**Run 1: clock network drawn from the DEF**

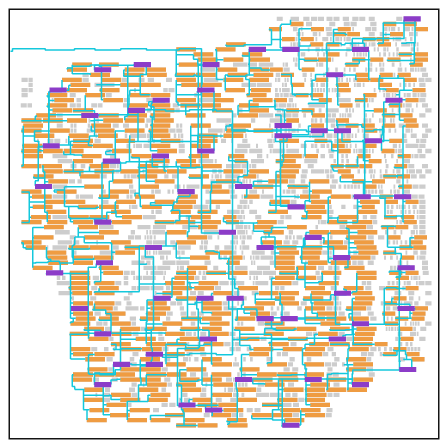
**Run 1: cell classes on the final placement**

Scale bar: 50 um.
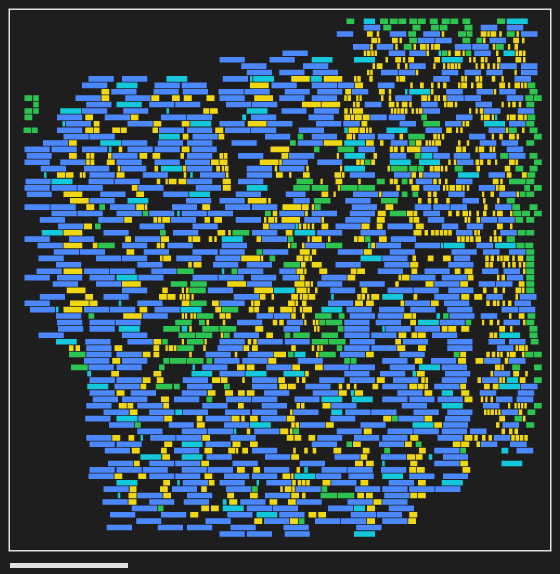
**Run 1: the metal 1 layer**

Supply wires on this layer in grey. Cells faint in the background.
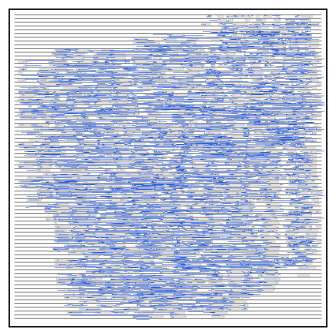
**src/rtl/cae_line_buffer_pkg.sv**
```systemverilog
// Shared defaults and helpers for the CAE line buffer.
// Holds the default pixel width, window width and image size.
package cae_line_buffer_pkg;

    localparam int CAE_DATA_WIDTH = 8;
    localparam int CAE_INPUT_SIZE = 3;
    localparam int CAE_IMG_W      = 28;
    localparam int CAE_IMG_H      = 28;

    // Counter width able to hold 0..n-1, at least one bit.
    function automatic int cnt_w(input int n);
        return (n > 1) ? $clog2(n) : 1;
    endfunction

endpackage

```
**src/rtl/cae_line_mem.sv**
```systemverilog
// One image row of pixel storage, one read and one write per cycle.
// Ports: clk_i, we, addr, wr_data, rd_data (read-before-write, async read).
module cae_line_mem
    import cae_line_buffer_pkg::*;
#(
    parameter int DEPTH = CAE_IMG_W,
    parameter int WIDTH = CAE_DATA_WIDTH,
    parameter int AW    = cnt_w(DEPTH)
) (
    input  logic             clk_i,
    input  logic             we,
    input  logic [AW-1:0]    addr,
    input  logic [WIDTH-1:0] wr_data,
    output logic [WIDTH-1:0] rd_data
);

    logic [WIDTH-1:0] mem [DEPTH];

    // Combinational read returns the old word in the same cycle
    // the new word is written.
    assign rd_data = mem[addr];

    always_ff @(posedge clk_i) begin
        if (we) begin
            mem[addr] <= wr_data;
        end
    end

endmodule

```
**src/rtl/cae_line_buffer.sv**
```systemverilog
// Streaming 3-row window generator feeding the CAE conv operand.
// Ports: clk_i, rst (sync, active-low), in_* pixel handshake, win_* window handshake, frame_done.
module cae_line_buffer
    import cae_line_buffer_pkg::*;
#(
    parameter int DATA_WIDTH = CAE_DATA_WIDTH,
    parameter int KW         = CAE_INPUT_SIZE,
    parameter int IMG_W      = CAE_IMG_W,
    parameter int IMG_H      = CAE_IMG_H
) (
    input  logic                                 clk_i,
    input  logic                                 rst,
    input  logic                                 in_valid,
    output logic                                 in_ready,
    input  logic [DATA_WIDTH-1:0]                in_data,
    output logic                                 win_valid,
    input  logic                                 win_ready,
    output logic [2:0][KW-1:0][DATA_WIDTH-1:0]   win,
    output logic                                 frame_done
);

    localparam int CW = cnt_w(IMG_W);
    localparam int RW = cnt_w(IMG_H);

    typedef logic [2:0][KW-1:0][DATA_WIDTH-1:0] win_t;

    logic [CW-1:0]         col;
    logic [RW-1:0]         row;
    win_t                  sr;
    win_t                  sr_next;
    logic [DATA_WIDTH-1:0] lb1_rd;
    logic [DATA_WIDTH-1:0] lb2_rd;
    logic                  accept;
    logic                  col_last;
    logic                  row_last;
    logic                  qualify;

    assign in_ready = rst && (!win_valid || win_ready);
    assign accept   = in_valid && in_ready;
    assign col_last = (col == CW'(IMG_W - 1));
    assign row_last = (row == RW'(IMG_H - 1));
    // Only windows lying fully inside the image are emitted.
    assign qualify  = (row >= RW'(2)) && (col >= CW'(KW - 1));

    cae_line_mem #(
        .DEPTH (IMG_W),
        .WIDTH (DATA_WIDTH),
        .AW    (CW)
    ) lb1 (
        .clk_i   (clk_i),
        .we      (accept),
        .addr    (col),
        .wr_data (in_data),
        .rd_data (lb1_rd)
    );

    cae_line_mem #(
        .DEPTH (IMG_W),
        .WIDTH (DATA_WIDTH),
        .AW    (CW)
    ) lb2 (
        .clk_i   (clk_i),
        .we      (accept),
        .addr    (col),
        .wr_data (lb1_rd),
        .rd_data (lb2_rd)
    );

    // Shift left one column; the new column enters at KW-1.
    always_comb begin
        sr_next = sr;
        for (int r = 0; r < 3; r++) begin
            for (int k = 0; k < KW - 1; k++) begin
                sr_next[r][k] = sr[r][k+1];
            end
        end
        sr_next[0][KW-1] = lb2_rd;
        sr_next[1][KW-1] = lb1_rd;
        sr_next[2][KW-1] = in_data;
    end

    always_ff @(posedge clk_i) begin
        if (!rst) begin
            col        <= '0;
            row        <= '0;
            sr         <= '0;
            win        <= '0;
            win_valid  <= 1'b0;
            frame_done <= 1'b0;
        end else begin
            frame_done <= accept && col_last && row_last;
            if (accept) begin
                sr <= sr_next;
                if (col_last) begin
                    col <= '0;
                    row <= row_last ? '0 : row + RW'(1);
                end else begin
                    col <= col + CW'(1);
                end
                // A non-qualifying accept implies any held window
                // was consumed this cycle, so clearing is safe.
                if (qualify) begin
                    win       <= sr_next;
                    win_valid <= 1'b1;
                end else begin
                    win_valid <= 1'b0;
                end
            end else if (win_ready) begin
                win_valid <= 1'b0;
            end
        end
    end

endmodule

```
**config.mk**
```make
export PLATFORM = sky130hd
export DESIGN_NAME = cae_line_buffer
export DESIGN_NICKNAME = d
export VERILOG_FILES = /design/src/rtl/cae_line_buffer_pkg.sv /design/src/rtl/cae_line_mem.sv /design/src/rtl/cae_line_buffer.sv
export SDC_FILE = /design/constraint.sdc
export NUM_CORES = 1
export LEC_CHECK = 0
export CORE_MARGIN = 3
export CORE_UTILIZATION = 45
export DETAILED_ROUTE_END_ITERATION = 12
export PLACE_DENSITY = 0.6
export SKIP_LAST_GASP = 1
export SLEW_MARGIN = 40
export SYNTH_ARGS = -nofsm -noshare
export SYNTH_HDL_FRONTEND = slang
export SYNTH_SLANG_ARGS = --single-unit
export TNS_END_PERCENT = 10
```
**constraint.sdc**
```tcl
create_clock -name clk_i -period 2.58 [get_ports clk_i]
set_input_delay 0.516 -clock clk_i [delete_from_list [all_inputs] [get_ports clk_i]]
set_output_delay 0.516 -clock clk_i [all_outputs]
set_load 0.05 [all_outputs]
```
==> metrics.yaml, run 1 <==
yosys.stat.seqShare: 0.7226
grt_pass1_wl_mm: 81.49
critPathKind: "reg2reg"
postPlaceCellArea_um2: 25000
r2r_end: "lb2.mem[21][2]$_DFFE_PP_"
track_usage: 0.2051
power_mw: 20.06
cp_slowest_cell: "dfxtp_4"
seq-power_mw: 10.4
sw_frac_of_total: 0.2164
h-tree-depth: 2
timing.hold.worst_path_depth: 3
timing.hold.ws_ps: 279.4
combPwrFrac: 0.066
critPathMaxStageDelay_ps: 580
p_leak_nw: 8.835
max-vdd-ir-drop_mv: 0.5041
synthesis.nets: 1529
ys_warn_count: 0
synth_xor_xnor_area_share: 0.001563
largestClassByArea: "flip-flops and latches"
fin_cells: 2386
diodes: 0
finalWorstSetupSlack_ps: 25.64
final_common_cell: "edfxtp_1"
logic_area_um2: 5683
syn2layout_area_growth_pct: 20.18
hp-class: "in2reg"
lay_top_cells: "edfxtp_1 (448), nand2_1 (227), mux2i_1 (178)"
nets: 1693
via_per_inst: 5.458
ys.flops: 585
mux_share: 0.1056
reg2reg_setup_slack_ps: 30
cp.buffers_inverters: 3
routabilityCongestion: 0.9006
ys_area_um2: 22410
crit_arrival_ps: 2980
ff_type: "edfxtp_1"
status: "complete, no violations"
met3RoutedLength_mm: 3.369
cts_tree: "yes"
async_reset_ff_frac: 0
fillers: 4036
post-synth-top-area-fraction: 0.6002
wl_met2_mm: 25.38
reg2reg_depth: 7
top_cells_by_area: "edfxtp_1 (60%), dfxtp_1 (12%), mux2i_1 (7.9%), nand2_1 (3.8%), mux4_2 (2.6%)"
buf_share: 0.08352
endpoint: "lb2.mem[21][2]$_DFFE_PP_"
cts-buffers-inserted: 61
antenna_found_initial: 1
flop_area_um2: 16200
synth-simple-area-share: 0.07977
post-place-ws_ps: -69.51
drtAntennaViolNets: 0
edf_count: 448
top_layer_used: "met4"
grt_max_degree: 66
p_int_mw: 15.72
rsz0062_at_grt: "true"
fin_crit_ps: 2554
reg_top3: "lb1.mem x224, lb2.mem x224, win x72"
switchingPower_mw: 4.341
top_usage_layer: "met2"
synth.distinct_cells: 42
tns_ps: 0
sh_comb_area: 0.2110
firstDrtPassIters: 5
cts_setup_buffers: 0
setup_viol: 0
grt_util_met3: 0.03408
dp_hpwl_mm: 33.93
fmax_mhz: 391.5
signal_buffers: 195
synthCells: 1510
num-clock-buffers: 94
p_comb_mw: 1.33
wl_per_cell_um: 22.54
logic_gates: 818
cts_root_buffer: "clkbuf_16"
num_io_pins: 87
hold_path_startpoint: "rst"
clock_area_frac: 0.07126
warnings: 33
flops: 585
dp.cells: 2275
syn_avg_cell_area_um2: 14.84
topCombFamilyByArea: "multiplexers"
crit_family: "AND-OR/OR-AND gates"
slew_violations: 0
postCtsResizedCells: 1
die_x_um: 229.2
drive_above_1_share: 0.1359
synth_area_um2: 22410
cp-end-kind: "flop"
worstPathMaxFanout: 18
port_buffers: 86
clock-sinks: 585
cp_common_cell: "buf_4"
worstMarginPinSlew_ps: 653.0
final.period_utilization: 0.9901
grt_pass1_vias: 12870
yosys.area_share.aoi: 0.06158
dieArea_um2: 52520
power_leader: "sequential cells"
cts_buffer_depth: 3
crit_chain: "buf_4 -> mux2i_1 -> a22o_1 -> a221oi_1 -> o221ai_2 -> inv_1 -> buf_4"
drtIter0Drc: 1222
Notes on 'clock network drawn from the DEF' above:
Key: purple = clock-net drivers [count 61]; cyan = clock wires [length 6,680 um]; orange = flip-flops [count 585]
Position of the flops: widely spread.
clk_skew: 23.28 ps
clock share of power: 0.415
clk_lat worst skew: 620 ps
power in the clock group: 8.33 mW

Notes on 'cell classes on the final placement' above:
Key: blue = sequential cells [cells 585, share of their area 62%]; green = remaining buffers and delay cells [cells 195, share of their area 8.6%]; yellow = remaining logic cells [cells 831, share of their area 22%]; cyan = clock drivers and dummy loads [cells 111, share of their area 7.4%]
Seq/total area: 0.6016
Finished Core Util: 0.5491
core area: 49,050 um^2
row cnt: 81
cell area after layout: 26,930 um^2

Notes on 'the metal 1 layer' above:
1,589 nets have wire on it. The wires run mostly horizontal.
met1 Usage GRT: 0.2949
final wirelength: 53.79 mm

--- run 2 (diff from run 1) ---
--- a/config.mk
+++ b/config.mk
@@ -5,6 +5,7 @@
 export SDC_FILE = /design/constraint.sdc
 export NUM_CORES = 1
 export LEC_CHECK = 0
+export CAP_MARGIN = 0
 export CORE_MARGIN = 3
 export CORE_UTILIZATION = 45
 export DETAILED_ROUTE_END_ITERATION = 12
==> run 2 against run 1 <==
Net effect:
- core utilization unchanged
- sequential share of layout area unchanged
- cell count unchanged
- final area unchanged
- wire length unchanged
- combinational power about the same
- fmax unchanged
- via count unchanged
==> metrics.yaml, run 2 <==
status: "complete, no violations"
fmax_mhz: 391.5
gr-usage-met1: 0.2949
reg_top3: "lb1.mem x224, lb2.mem x224, win x72"
top_layer_used: "met4"
utilization: 0.5491
reg2reg_setup_slack_ps: 30
finalWorstSetupSlack_ps: 25.64
h-tree-depth: 2
rsz0062_at_grt: "true"
sh_comb_area: 0.2110
crit_family: "AND-OR/OR-AND gates"
reg2reg_depth: 7
edf_count: 448
critPathKind: "reg2reg"
lay_top_cells: "edfxtp_1 (448), nand2_1 (227), mux2i_1 (178)"
antenna_found_initial: 1
logic_gates: 818
timing.hold.ws_ps: 279.4
cp.buffers_inverters: 3
port_buffers: 86
num-clock-buffers: 94
post-place-ws_ps: -69.51
met3RoutedLength_mm: 3.369
synth-simple-area-share: 0.07977
power_mw: 20.06
crit_arrival_ps: 2980
flops: 585
p_leak_nw: 8.835
drtIter0Drc: 1222
yosys.stat.seqShare: 0.7226
seq_share: 0.6016
final.period_utilization: 0.9901
signal_buffers: 195
combPwrFrac: 0.066
p_clk_mw: 8.33
grt_max_degree: 66
largestClassByArea: "flip-flops and latches"
grt_pass1_wl_mm: 81.49
tns_ps: 0
endpoint: "lb2.mem[21][2]$_DFFE_PP_"
ff_type: "edfxtp_1"
yosys.area_share.aoi: 0.06158
final_area_um2: 26930
power_leader: "sequential cells"
r2r_end: "lb2.mem[21][2]$_DFFE_PP_"
seq-power_mw: 10.4
dieArea_um2: 52520
nets: 1693
num_io_pins: 87
ys_area_um2: 22410
cts_tree: "yes"
fp.coreArea_um2: 49050
cts_buffer_depth: 3
grt_util_met3: 0.03408
syn2layout_area_growth_pct: 20.18
grt_pass1_vias: 12870
postCtsResizedCells: 1
via_per_inst: 5.458
post-synth-top-area-fraction: 0.6002
top_usage_layer: "met2"
dp_hpwl_mm: 33.93
synth_area_um2: 22410
p_comb_mw: 1.33
topCombFamilyByArea: "multiplexers"
buf_share: 0.08352
**Run 2: clock network drawn from the DEF**

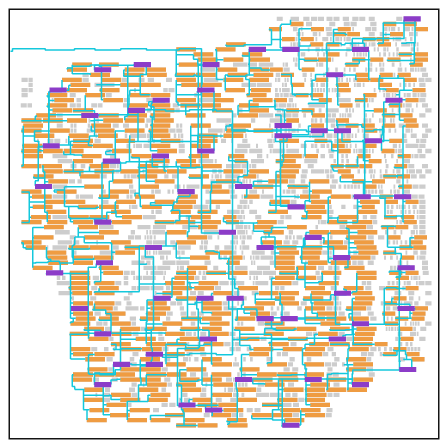
Key: orange = flip-flops [count 585]; purple = clock-net drivers [count 61]; cyan = clock wires [length 6,680 um]
Position of the flops: widely spread.

**Run 2: cell classes on the final placement**

Scale bar: 50 um.
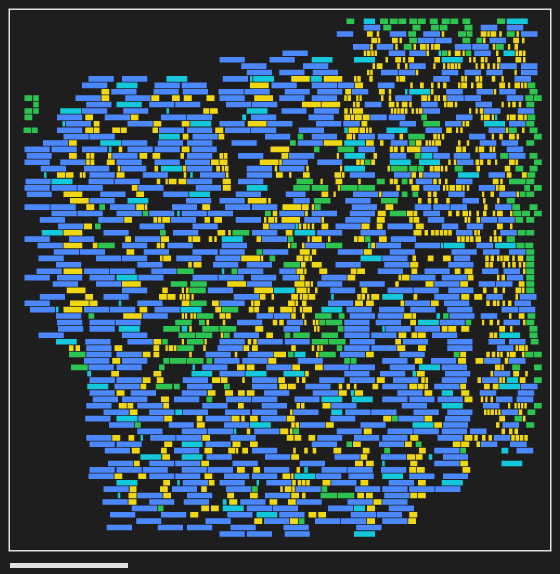
Key: yellow = remaining logic cells [cells 831, share of their area 22%]; green = remaining buffers and delay cells [cells 195, share of their area 8.6%]; cyan = clock drivers and dummy loads [cells 111, share of their area 7.4%]; blue = sequential cells [cells 585, share of their area 62%]

**Run 2: the metal 1 layer**

Supply wires on this layer in grey. Cells faint in the background.
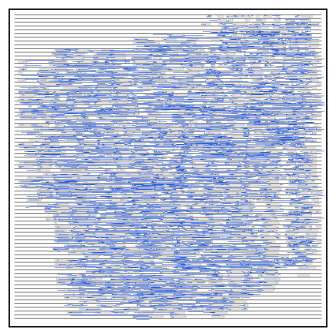
1,589 nets have wire on it. The layer carries 24.0 mm of wire. The layer holds 45% of the routed length.
via count: 13.02k

Power and IR drop assume default switching activity.
